`config.mk`:
```
export PLATFORM = sky130hd
export DESIGN_NAME = pwm_dds
export DESIGN_NICKNAME = d
export VERILOG_FILES = /design/src/rtl/pwm_dds.sv
export SDC_FILE = /design/constraint.sdc
export NUM_CORES = 1
export LEC_CHECK = 0
export ABC_AREA = 1
export CORE_ASPECT_RATIO = 0.5
export CORE_MARGIN = 2
export CORE_UTILIZATION = 55
export CTS_CLUSTER_DIAMETER = 120
export DETAILED_ROUTE_END_ITERATION = 10
export GPL_TIMING_DRIVEN = 0
export PLACE_DENSITY = 0.89
export SYNTH_ARGS = -nofsm -noshare
export SYNTH_HDL_FRONTEND = slang
export SYNTH_SLANG_ARGS = --single-unit
```
`constraint.sdc`:
```
create_clock -name clk -period 5.5 [get_ports clk]
set_input_delay 1.1 -clock clk [delete_from_list [all_inputs] [get_ports clk]]
set_output_delay 1.1 -clock clk [all_outputs]
set_load 0.01 [all_outputs]
```
`src/rtl/pwm_dds.sv`:
```
// Multi-waveform DDS tone generator: phase accumulator stepping once per 256-clock
// PWM period, sine/triangle/saw/square sample, volume scaling and an 8-bit PWM.
module pwm_dds #(
  parameter int PHASE_W = 16
) (
  input  logic               clk,
  input  logic               rst_n,
  input  logic               enable,
  input  logic [PHASE_W-1:0] phase_inc,
  input  logic [1:0]         wave_sel,
  input  logic [7:0]         volume,
  output logic               pwm,
  output logic               sync
);

  typedef enum logic [1:0] {
    WAVE_SINE   = 2'b00,
    WAVE_TRI    = 2'b01,
    WAVE_SAW    = 2'b10,
    WAVE_SQUARE = 2'b11
  } wave_e;

  // First quadrant of a 7-bit sine: floor(128*sin(pi*i/128)), i = 0..63.
  function automatic logic [6:0] quarter_sine(input logic [5:0] idx);
    logic [6:0] q;
    case (idx)
      6'd0:  q = 7'd0;
      6'd1:  q = 7'd3;
      6'd2:  q = 7'd6;
      6'd3:  q = 7'd9;
      6'd4:  q = 7'd12;
      6'd5:  q = 7'd15;
      6'd6:  q = 7'd18;
      6'd7:  q = 7'd21;
      6'd8:  q = 7'd24;
      6'd9:  q = 7'd28;
      6'd10: q = 7'd31;
      6'd11: q = 7'd34;
      6'd12: q = 7'd37;
      6'd13: q = 7'd40;
      6'd14: q = 7'd43;
      6'd15: q = 7'd46;
      6'd16: q = 7'd48;
      6'd17: q = 7'd51;
      6'd18: q = 7'd54;
      6'd19: q = 7'd57;
      6'd20: q = 7'd60;
      6'd21: q = 7'd63;
      6'd22: q = 7'd65;
      6'd23: q = 7'd68;
      6'd24: q = 7'd71;
      6'd25: q = 7'd73;
      6'd26: q = 7'd76;
      6'd27: q = 7'd78;
      6'd28: q = 7'd81;
      6'd29: q = 7'd83;
      6'd30: q = 7'd85;
      6'd31: q = 7'd88;
      6'd32: q = 7'd90;
      6'd33: q = 7'd92;
      6'd34: q = 7'd94;
      6'd35: q = 7'd96;
      6'd36: q = 7'd98;
      6'd37: q = 7'd100;
      6'd38: q = 7'd102;
      6'd39: q = 7'd104;
      6'd40: q = 7'd106;
      6'd41: q = 7'd108;
      6'd42: q = 7'd109;
      6'd43: q = 7'd111;
      6'd44: q = 7'd112;
      6'd45: q = 7'd114;
      6'd46: q = 7'd115;
      6'd47: q = 7'd117;
      6'd48: q = 7'd118;
      6'd49: q = 7'd119;
      6'd50: q = 7'd120;
      6'd51: q = 7'd121;
      6'd52: q = 7'd122;
      6'd53: q = 7'd123;
      6'd54: q = 7'd124;
      6'd55: q = 7'd124;
      6'd56: q = 7'd125;
      6'd57: q = 7'd126;
      6'd58: q = 7'd126;
      6'd59: q = 7'd127;
      6'd60: q = 7'd127;
      6'd61: q = 7'd127;
      6'd62: q = 7'd127;
      6'd63: q = 7'd127;
      default: q = 7'd0;
    endcase
    return q;
  endfunction

  // Sine folded from the quarter table: mirror on p[6], invert around mid-scale on p[7].
  function automatic logic [7:0] sine_wave(input logic [7:0] p);
    logic [5:0] idx;
    logic [6:0] h;
    idx = p[6] ? (6'd63 - p[5:0]) : p[5:0];
    h   = quarter_sine(idx);
    return p[7] ? (8'd127 - {1'b0, h}) : (8'd128 + {1'b0, h});
  endfunction

  function automatic logic [7:0] tri_wave(input logic [7:0] p);
    logic [7:0] t;
    t = {p[6:0], 1'b0};
    return p[7] ? (8'd255 - t) : t;
  endfunction

  function automatic logic [7:0] square_wave(input logic [7:0] p);
    return p[7] ? 8'd0 : 8'd255;
  endfunction

  // Gain (volume+1)/256 applied around mid-scale; the floor shift keeps the result in 0..255.
  function automatic logic [7:0] scale_sample(input logic [7:0] wave, input logic [7:0] vol);
    logic signed [17:0] s;
    logic signed [17:0] g;
    logic signed [17:0] prod;
    s    = $signed({10'd0, wave}) - 18'sd128;
    g    = $signed({10'd0, vol}) + 18'sd1;
    prod = s * g;
    return 8'((prod >>> 8) + 18'sd128);
  endfunction

  logic [7:0]         cnt_r;
  logic [PHASE_W-1:0] phase_r;
  logic [7:0]         duty_r;
  logic               pwm_r;
  logic               sync_r;

  logic               boundary_s;
  logic [7:0]         sample_s;
  logic [7:0]         wave_s;
  logic [7:0]         duty_next_s;
  logic [PHASE_W:0]   sum_s;

  assign boundary_s  = (cnt_r == 8'd255);
  assign sample_s    = phase_r[PHASE_W-1 -: 8];
  assign sum_s       = {1'b0, phase_r} + {1'b0, phase_inc};
  assign duty_next_s = scale_sample(wave_s, volume);

  // Waveform selection for the current phase sample.
  always_comb begin
    wave_s = 8'd0;
    case (wave_sel)
      WAVE_SINE:   wave_s = sine_wave(sample_s);
      WAVE_TRI:    wave_s = tri_wave(sample_s);
      WAVE_SAW:    wave_s = sample_s;
      WAVE_SQUARE: wave_s = square_wave(sample_s);
      default:     wave_s = 8'd0;
    endcase
  end

  // Free-running PWM counter; runs whether or not the generator is enabled.
  always_ff @(posedge clk) begin
    if (!rst_n) begin
      cnt_r <= 8'd0;
    end else begin
      cnt_r <= cnt_r + 8'd1;
    end
  end

  // Period boundary: latch the next duty and, when running, advance the phase.
  always_ff @(posedge clk) begin
    if (!rst_n) begin
      phase_r <= {PHASE_W{1'b0}};
      duty_r  <= 8'd0;
      sync_r  <= 1'b0;
    end else begin
      sync_r <= 1'b0;
      if (boundary_s) begin
        duty_r <= duty_next_s;
        if (enable) begin
          phase_r <= sum_s[PHASE_W-1:0];
          sync_r  <= sum_s[PHASE_W];
        end
      end
    end
  end

  // PWM comparator, one cycle behind the counter.
  always_ff @(posedge clk) begin
    if (!rst_n) begin
      pwm_r <= 1'b0;
    end else begin
      pwm_r <= enable & (cnt_r < duty_r);
    end
  end

  assign pwm  = pwm_r;
  assign sync = sync_r;

endmodule

```
**Wiring by layer**

Drawn at 2 px/µm.
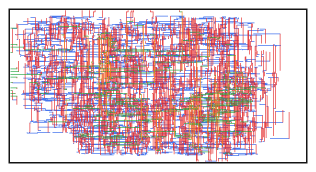
legend:
  blue:
    layer: met1
    wire_length: 6650 µm
  green:
    layer: met3
    wire_length: 1340 µm
  red:
    layer: met2
    wire_length: 8410 µm
  orange:
    layer: met4
    wire_length: 806 µm

**Clock distribution**

Drawn at 3 px/µm.
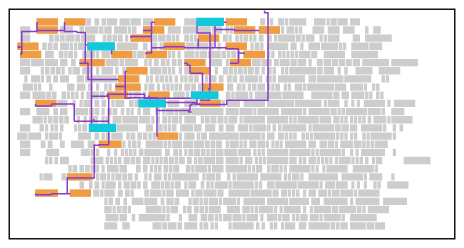
legend:
  orange:
    item: flip-flops
    count: 34
  cyan:
    item: cells driving clock nets
    count: 5
  purple:
    item: clock wires
    length: 531 µm
routed clock nets: 6

==> run notes <==
run metrics: Util after Layout=72.6%, Tool Warnings=36, Highest Signal Layer=met4, post-placement setup slack=-1.13 ns, max frequency=0.170 GHz, Fillers=701, Worst Max-Slew Pin Slew=0.593 ns, Adder Area Share=32.5%, CTS root buf=clkbuf_16, MaxCap Viol Count=0, final std cells w/o fill=1054, Dominant combinational family=adder cells, clk slew on worst S/H paths=0.06 ns, cell area after synthesis=5710 µm², leakage=0.00358 µW, Pre-antenna DRT Iters=6, Met2 Wirelength=8.41 mm, post-synthesis chip area from yosys=5710 µm², failing checks=setup timing, Die Size=11300 µm², share of cells above drive strength 1=22.8%, ys cells=833, via count=6088, fin worst setup slack=-0.389 ns, syn avg cell area=6.85 µm², status=finished, violations left, global-route wire length before repair=27.7 mm, Post-synth regs=34, Hold Path End=cnt_r[0]$_SDFF_PN0_, # setup viols final=8, XOR/XNOR share of the synthesized area=4.39%, R2R cell count=31, Critical Path End Type=flip-flop, r2r startpoint=phase_r[14]$_SDFFE_PN0P_, residual DRC count=0
**Sequential cells coloured by netlist name**

Drawn at 2 px/µm.
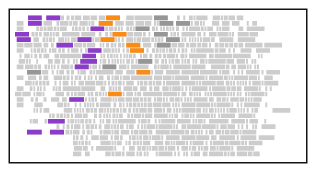
legend:
  purple:
    netlist_name: phase_r
    sequential_cells: 16
  orange:
    netlist_name: cnt_r
    sequential_cells: 8
not coloured: 10

**Signal wires on met3**

Drawn at 2 px/µm.
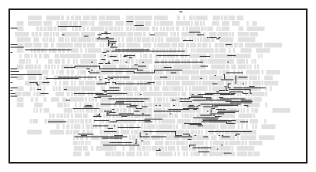
nets with wire on the layer: 163
main direction: horizontal
wire length on this layer: 1340 µm

==> worst max-delay path, delay by kind of cell, from the launching register on <==
kind / cells / cell delay [ns]
buf+inv: 7 / 0.54
fa+ha+maj: 7 / 2.53
compound gates: 5 / 0.96
flops: 1 / 0.38
simple gates: 12 / 1.39
==> final cells by class <==
cell class | instances | share of cell area [%]
Inverter | 152 | 8.01
Clock inverter | 3 | 0.933
Multi-Input combinational cell | 631 | 67.6
Buffer | 16 | 1.61
Timing Repair Buffer | 73 | 8.38
Clock buffer | 5 | 1.70
Tap cell | 140 | 2.38
Sequential cell | 34 | 9.42
==> flip-flops by register name (all words and copies together), names as in the netlist <==
name     count
duty_r       8
sync         1
pwm          1
phase_r     16
cnt_r        8
==> synth_stat cells, types with 2 or more instances <==
library cell / number / area share [%]
nand2_1: 172 / 11
inv_1: 149 / 9.8
nor2_1: 93 / 6.1
ha_1: 68 / 15
a21oi_1: 57 / 5.0
nand3_1: 54 / 4.7
fa_1: 50 / 18
o21ai_0: 39 / 3.4
dfxtp_1: 34 / 12
xor2_1: 17 / 2.6
nand2_2: 12 / 1.3
clkbuf_1: 9 / 0.59
o21ai_1: 8 / 0.70
buf_4: 6 / 0.79
xnor2_1: 6 / 0.92
a211oi_1: 5 / 0.66
nand3b_1: 4 / 0.53
nor3_1: 4 / 0.35
a21o_1: 3 / 0.39
inv_2: 3 / 0.20
nand3_2: 3 / 0.53
nand4_1: 3 / 0.33
o211ai_1: 3 / 0.39
o221ai_1: 3 / 0.46
or2_2: 3 / 0.33
a31oi_1: 2 / 0.22
nor2_4: 2 / 0.39
o21bai_1: 2 / 0.26
xor2_2: 2 / 0.57
==> report_power, final <==
group	total (µW)	internal (µW)	switching, µW
sequential	249	247	2.04
clock	375	260	114
combinational	2010	895	1110
total	2630	1400	1230
Power figures rest on the tool's default switching activity, not on a simulated workload.
